===== src/rtl/if_fetch_stage.sv =====
// LC-3b instruction-fetch stage: owns the PC, fetches over a read/resp handshake and feeds IF/ID.
// Optional IF_PERF_CNT_EN adds saturating delivered-instruction and bubble counters.
module if_fetch_stage #(
  parameter logic [15:0] PC_RESET = 16'h0000
) (
  input  logic        clk,
  input  logic        reset_n,
  output logic        imem_read,
  output logic [15:0] imem_address,
  input  logic [15:0] imem_rdata,
  input  logic        imem_resp,
  input  logic        stall,
  input  logic        br_taken,
  input  logic [15:0] br_target,
  output logic        if_valid,
  output logic [15:0] if_pc,
  output logic [15:0] if_pc_plus2,
  output logic [15:0] if_instruction
`ifdef IF_PERF_CNT_EN
  ,
  output logic [31:0] perf_fetch_cnt,
  output logic [31:0] perf_bubble_cnt
`endif
);

  localparam int unsigned XLEN = 16;

  typedef enum logic [1:0] {IDLE, FETCH, HOLD, DISCARD} state_t;

  state_t            state_q, state_nxt;
  logic [XLEN-1:0]   pc_q, pc_nxt;
  logic [XLEN-1:0]   fetch_addr_nxt;
  logic              read_nxt;
  logic              slot_valid_nxt;
  logic [XLEN-1:0]   slot_pc_nxt, slot_pc2_nxt, slot_instr_nxt;
  logic [XLEN-1:0]   hold_pc_q, hold_pc_nxt, hold_instr_q, hold_instr_nxt;
  logic [XLEN-1:0]   target, fetch_plus2;

  // Next-state, slot and hold-buffer update; redirect outranks stall and response.
  always_comb begin
    state_nxt      = state_q;
    pc_nxt         = pc_q;
    fetch_addr_nxt = imem_address;
    slot_valid_nxt = if_valid;
    slot_pc_nxt    = if_pc;
    slot_pc2_nxt   = if_pc_plus2;
    slot_instr_nxt = if_instruction;
    hold_pc_nxt    = hold_pc_q;
    hold_instr_nxt = hold_instr_q;
    target         = br_target & ~XLEN'(1);
    fetch_plus2    = imem_address + XLEN'(2);

    if (!stall) slot_valid_nxt = 1'b0;

    if (br_taken) begin
      slot_valid_nxt = 1'b0;
      pc_nxt         = target;
      // An accepted request must complete, so its response is dropped in DISCARD.
      if ((state_q == FETCH || state_q == DISCARD) && !imem_resp) begin
        state_nxt = DISCARD;
      end else begin
        state_nxt      = FETCH;
        fetch_addr_nxt = target;
      end
    end else begin
      case (state_q)
        IDLE: begin
          state_nxt      = FETCH;
          fetch_addr_nxt = pc_q;
        end
        FETCH: begin
          if (imem_resp) begin
            pc_nxt         = fetch_plus2;
            fetch_addr_nxt = fetch_plus2;
            if (!if_valid || !stall) begin
              slot_valid_nxt = 1'b1;
              slot_pc_nxt    = imem_address;
              slot_pc2_nxt   = fetch_plus2;
              slot_instr_nxt = imem_rdata;
            end else begin
              hold_pc_nxt    = imem_address;
              hold_instr_nxt = imem_rdata;
              state_nxt      = HOLD;
            end
          end
        end
        HOLD: begin
          if (!stall) begin
            slot_valid_nxt = 1'b1;
            slot_pc_nxt    = hold_pc_q;
            slot_pc2_nxt   = hold_pc_q + XLEN'(2);
            slot_instr_nxt = hold_instr_q;
            state_nxt      = FETCH;
          end
        end
        DISCARD: begin
          if (imem_resp) begin
            fetch_addr_nxt = pc_q;
            state_nxt      = FETCH;
          end
        end
        default: state_nxt = IDLE;
      endcase
    end

    read_nxt = (state_nxt == FETCH) || (state_nxt == DISCARD);
    if (!slot_valid_nxt) slot_instr_nxt = '0;
  end

  always_ff @(posedge clk) begin
    if (!reset_n) begin
      state_q        <= IDLE;
      pc_q           <= PC_RESET;
      imem_read      <= 1'b0;
      imem_address   <= PC_RESET;
      if_valid       <= 1'b0;
      if_pc          <= '0;
      if_pc_plus2    <= '0;
      if_instruction <= '0;
      hold_pc_q      <= '0;
      hold_instr_q   <= '0;
    end else begin
      state_q        <= state_nxt;
      pc_q           <= pc_nxt;
      imem_read      <= read_nxt;
      imem_address   <= fetch_addr_nxt;
      if_valid       <= slot_valid_nxt;
      if_pc          <= slot_pc_nxt;
      if_pc_plus2    <= slot_pc2_nxt;
      if_instruction <= slot_instr_nxt;
      hold_pc_q      <= hold_pc_nxt;
      hold_instr_q   <= hold_instr_nxt;
    end
  end

`ifdef IF_PERF_CNT_EN
  // Saturating counters of consumed instructions and empty-slot cycles.
  always_ff @(posedge clk) begin
    if (!reset_n) begin
      perf_fetch_cnt  <= '0;
      perf_bubble_cnt <= '0;
    end else if (!stall) begin
      if (if_valid && perf_fetch_cnt != '1)
        perf_fetch_cnt <= perf_fetch_cnt + 32'd1;
      if (!if_valid && perf_bubble_cnt != '1)
        perf_bubble_cnt <= perf_bubble_cnt + 32'd1;
    end
  end
`endif

endmodule


===== config.mk =====
export PLATFORM = sky130hd
export DESIGN_NAME = if_fetch_stage
export DESIGN_NICKNAME = d
export VERILOG_FILES = /design/src/rtl/if_fetch_stage.sv
export SDC_FILE = /design/constraint.sdc
export NUM_CORES = 1
export LEC_CHECK = 0
export ABC_CLOCK_PERIOD_IN_PS = 5180
export CORE_UTILIZATION = 35
export CTS_CLUSTER_SIZE = 28
export DETAILED_ROUTE_END_ITERATION = 8
export GPL_TIMING_DRIVEN = 1
export PLACE_DENSITY = 0.58
export SETUP_SLACK_MARGIN = 0.4
export SYNTH_ARGS = -nofsm -noshare
export SYNTH_HDL_FRONTEND = slang
export SYNTH_SLANG_ARGS = --single-unit

===== constraint.sdc =====
create_clock -name clk -period 5.18 [get_ports clk]
set_input_delay 0.518 -clock clk [delete_from_list [all_inputs] [get_ports clk]]
set_output_delay 0.518 -clock clk [all_outputs]
set_load 0.05 [all_outputs]

==> out/metrics.json, run 1 <==
{
  "dr_total_vias": 5113,
  "first_iter_violations": 427,
  "unrepaired_setup_endpoints_after_global_routing": "no",
  "maximum_single_stage_delay_on_the_critical_path_ps": 580,
  "cts.htree.levels": 4,
  "final_worst_path_period_need_ps": 3165,
  "maxCapViolCount": 0,
  "synthesis.area_mm2": 0.005424,
  "cts_max_path_buffers": 2,
  "initial_utilization": 0.3581,
  "synth_stat.cells": 665,
  "detail_route.wirelength_um": 15670,
  "setup_repair_bufs_after_cts": 0,
  "area.combinational_mm2": 0.002887,
  "grt_overflow_total": 0,
  "pre_cts_slack_ps": 1979,
  "finalClockSkew_ps": 7.342,
  "timing.hold.worst.class": "flop to flop",
  "synth.top_cells.by_count": "sky130_fd_sc_hd__nand2_1 (119), sky130_fd_sc_hd__dfxtp_1 (114), sky130_fd_sc_hd__nor2_1 (66), sky130_fd_sc_hd__a21oi_1 (61), sky130_fd_sc_hd__clkbuf_1 (35)",
  "synth.avg_cell_area_um2": 8.156,
  "worst_r2r_endpoint": "if_instruction[2]",
  "power.static_leakage_nw": 2.419,
  "worstSetupPathType": "flop to flop",
  "synth_flop_count": 114,
  "totalNegativeSetupSlack_ps": 0,
  "crit_path_start_kind": "flop",
  "slew_worst_pin_ps": 1221,
  "critPathArrivalTime_ps": 3470,
  "grt_pass1_wl_um": 25440,
  "enable_flop_cells": 0,
  "regToRegStartpoint": "state_q[0]",
  "area_growth_pct": 31.40,
  "ys_flop_type": "sky130_fd_sc_hd__dfxtp_1",
  "outcome": "finished, final reports clean",
  "setup.reg_to_reg.worst_slack_ps": 2010,
  "postCtsHoldBufs": 0,
  "synth-seq-area-share": 0.4208
}
[run 1: power breakdown]
part	leakage, nW	switching (mW)	internal [mW]	total, mW
Sequential	0.927	0.0445	0.910	0.955
Combinational	1.19	0.213	0.126	0.339
Clock	0.298	0.387	0.790	1.18
[run 1: stage by stage]
stage               area [µm²]  hold WS (ps)  instances  total power, mW
floorplan                 5424         436.0        665            1.183
global placement          6528         441.5        909            1.305
detailed placement        6528         446.5        909            1.310
CTS                       7127         453.8        939            2.489
global route              7127         471.4        939            2.563
finish                    7127         453.7        939            2.471
[run 1: registers in the layout, indices dropped and copies added (netlist names)]
| name | flops |
|---|---|
| state_q | 2 |
| pc_q | 16 |
| if_pc_plus2 | 15 |
| if_valid | 1 |
| if_pc | 16 |
| if_instruction | 16 |
| hold_instr_q | 16 |
| imem_address | 16 |
| hold_pc_q | 16 |
[run 1: worst max-delay path by stage]
stage	slack, ps	to	startpoint	cells after the start
global route	1670	if_instruction[4]	state_q[0]	8
detailed placement	1980	if_instruction[2]	state_q[0]	8
floorplan	2930	if_instruction[10]	state_q[0]	8
global placement	2120	if_instruction[15]	state_q[0]	8
CTS	1970	if_instruction[2]	state_q[0]	8
finish	2010	if_instruction[2]	state_q[0]	8
[run 1: cells by family after synthesis]
group / after synthesis / share of synthesized area
simple gates: 248 / 0.2051
fa+ha+maj: 6 / 0.01384
compound gates: 173 / 0.2074
buf+inv: 65 / 0.04936
mux: 35 / 0.06482
xor+xnor: 24 / 0.03875
flops: 114 / 0.4208
[run 1: cell type report]
cell class | count | share of cell area
multi-input combinational | 486 | 0.4050
sequential | 114 | 0.3202
timing repair buffer | 111 | 0.1524
clock buffer | 26 | 0.07426
tap | 188 | 0.03301
clock inverter | 4 | 0.009831
inverter | 10 | 0.005267
[run 1: worst max-delay path, delay by kind of cell (launching register included)]
kind / cells / cell delay, ps
buffers and inverters: 3 / 990
AOI/OAI and AO/OA: 3 / 720
DFF: 1 / 350
adders and majority gates: 1 / 460
and+or+nand+nor: 1 / 520
[run 1: routing by layer]
metal | track usage | wire length [µm]
met1 | 0.2599 | 7023
met3 | 0.05694 | 881
met4 | 0.08079 | 370
met2 | 0.3299 | 7398
met5 | 0 | 0
**Run 1: a small window of the routed layout**

Window x 43 to 83, y 18 to 58 µm. Cells in grey, sequential cells in the stronger grey; small squares are vias.
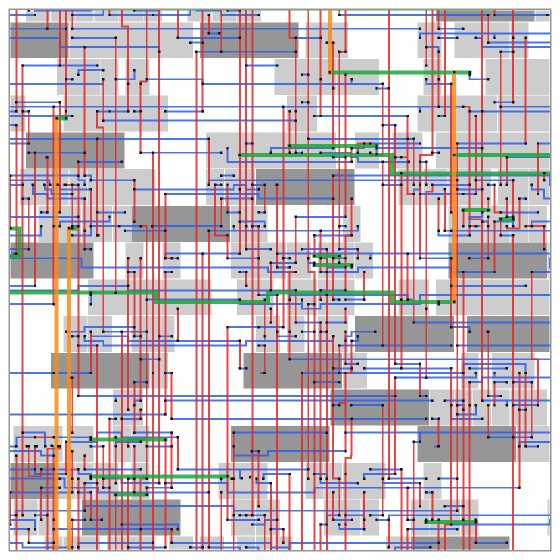
metal 1 -> blue
metal 4 -> orange
metal 3 -> green
metal 2 -> red
sequential cells in the window = 15
netlist names of flops here include = pc_q (7), imem_address (6), if_pc_plus2 (2)
most frequent = nor2_1 (16), nand2_1 (16), dfxtp_1 (15)
cells with their middle in the window = 110

**Run 1: metal 3**

Bar = 50 µm.
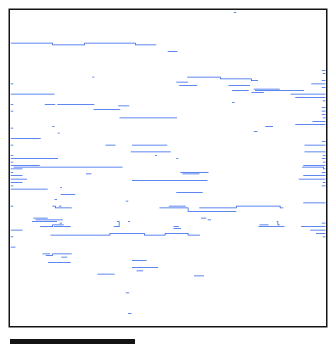
longest straight run = 43.2 µm
wire length on this layer = 881 µm
nets with wire on the layer = 95
share of all routed wire = 5.6%

**Run 1: placed standard cells**

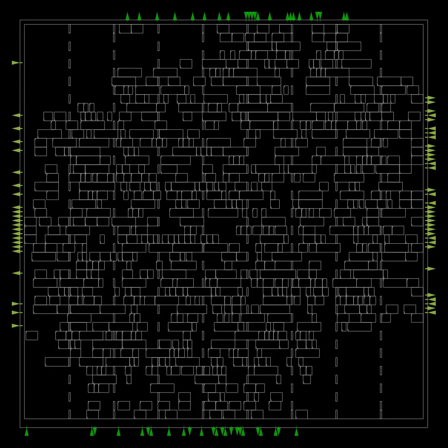
final non-filler cell total: 939
Seq area share: 0.3202
core occupancy in the finished layout: 0.4705

==> run 2: changes to the inputs <==
Settings changed: ABC_CLOCK_PERIOD_IN_PS 5180 to 2500, PLACE_DENSITY 0.58 to 0.61.
Clock period 5.18 ns to 2.5 ns, I/O delays scaled along.
**Run 2: a small window of the routed layout**

Window x 43 to 83, y 18 to 58 µm. Cells in grey, sequential cells in the stronger grey; small squares are vias.
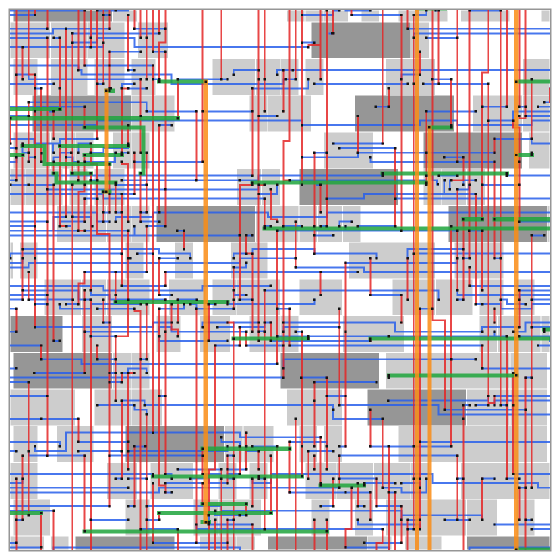
metal 1 -> blue
metal 3 -> green
metal 4 -> orange
metal 2 -> red
sequential cells in the window = 12
netlist names of flops here include = hold_pc_q (4), pc_q (4), if_pc_plus2 (2)
cells with their middle in the window = 112
most frequent = nand2_1 (19), dfxtp_1 (12)

==> run 2 against run 1 <==
Area after synthesis did not move; cell area grew 5.2%; power grew 110%; utilization increased by 2.5 points; synthesized cell count stayed put; worst hold slack got worse by 44 ps; largest power group unchanged; non-clock buffer count grew 27; cell count increased by 3.1%; sequential share of layout area decreased by 1.6 points; critical path type is now flop to primary output; register-to-register slack worse by 1600 ps; clock-buffer cell count fell by 3.
==> out/metrics.json, run 2 <==
{
  "outcome": "finished, final reports clean",
  "synth_flop_count": 114,
  "ir_worst_vdd_mv": 0.4151,
  "area_growth_pct": 38.25,
  "grt_overflow_total": 0,
  "maxCapViolCount": 0,
  "detailroute.wirelength.met3_um": 810,
  "unrepaired_setup_endpoints_after_global_routing": "yes",
  "totalNegativeSetupSlack_ps": 0,
  "detail_route.wirelength_um": 17040,
  "final_worst_path_period_need_ps": 2097,
  "synth.avg_cell_area_um2": 8.156,
  "crit_family": "buffers and inverters",
  "cts.htree.levels": 4,
  "enable_flop_cells": 0,
  "timing.hold.worst.class": "input pin to flop",
  "timing.critical_path.buf_inv": 1,
  "crit_path_start_kind": "flop",
  "topRoutingLayerUsed": "met4",
  "die_area_mm2": 0.01600,
  "total_power_mw": 5.244,
  "hold-worst-slack_ps": 409.4,
  "length_of_routed_met2_wiring_um": 8029,
  "finalClockSkew_ps": 19.84,
  "wl_met1_um": 7803,
  "vias_per_cell": 5.501,
  "post-synth-top-area-fraction": 0.4208,
  "first_iter_violations": 375,
  "finalCoreUtilization": 0.4951,
  "number_of_antenna_violations_at_the_first_check_in_global_routing": 0,
  "power.static_leakage_nw": 2.617,
  "cts_max_path_buffers": 2,
  "synth_stat.cells": 665,
  "maximum_single_stage_delay_on_the_critical_path_ps": 880,
  "synth.top_cells.by_count": "sky130_fd_sc_hd__nand2_1 (119), sky130_fd_sc_hd__dfxtp_1 (114), sky130_fd_sc_hd__nor2_1 (66), sky130_fd_sc_hd__a21oi_1 (61), sky130_fd_sc_hd__clkbuf_1 (35)",
  "worstSetupPathType": "flop to primary output",
  "critPathArrivalTime_ps": 1850,
  "postCtsHoldBufs": 0,
  "initial_utilization": 0.3581,
  "grt_pass1_wl_um": 25660,
  "dr_total_vias": 5325,
  "synth-seq-area-share": 0.4208,
  "synthesis.area_mm2": 0.005424,
  "ys_flop_type": "sky130_fd_sc_hd__dfxtp_1"
}
## run 2: report_power, final
part	switching [mW]	internal, mW	leakage, nW
Combinational	0.508	0.302	1.40
Clock	0.836	1.64	0.293
Sequential	0.0719	1.89	0.927
## run 2: area by class of cell
cell class / instances / area [µm²]
inverters: 10 / 41.29
repair buffers: 138 / 1338
multi-input cells: 486 / 2994
well taps: 188 / 235.2
fillers: 1426 / 7647
flip-flops and latches: 114 / 2283
clock inverters: 9 / 128.9
clock buffers: 23 / 478.0
## run 2: kinds of logic after synthesis
kind of cell,share of synthesized area
DFF,0.4208
buffers and inverters,0.04936
muxes,0.06482
AOI/OAI and AO/OA,0.2074
and+or+nand+nor,0.2051
adders and majority gates,0.01384
xor gates and xnor gates,0.03875
## run 2: path summary, 6_finish.rpt
path / from / slack [ps] / endpoint / cells past startpoint
worst min-delay path: br_target[10] / 410 / pc_q[10] / 3
worst max-delay path: imem_address[14] / 400 / imem_address[14] / 1
worst max register to register: state_q[0] / 450 / if_pc[13] / 8
worst min register to register: hold_instr_q[6] / 450 / hold_instr_q[6] / 2
## run 2: routing by layer
metal	up-vias	track usage
li1	2556	-
met2	175	0.3312
met3	30	0.04302
met1	2564	0.2706
met4	0	0.09922
met5	-	0
## run 2: metrics by stage
step | cell area (µm²) | setup slack, ps | std cells
2_1_floorplan | 5425 | 430.0 | 665
3_5_place_dp | 6691 | 129.3 | 929
3_3_place_gp | 6691 | 189.6 | 929
6_report | 7498 | 402.8 | 968
4_1_cts | 7321 | 416.7 | 962
5_1_grt | 7498 | 369.6 | 968
## run 2: what timing repair did
item	CTS	global route
setup buffers	1	4
resized	9	25
pin swaps	0	2
cloned	0	2
setup endpoints to repair	42	40
Power is estimated from default activity; no workload was simulated.
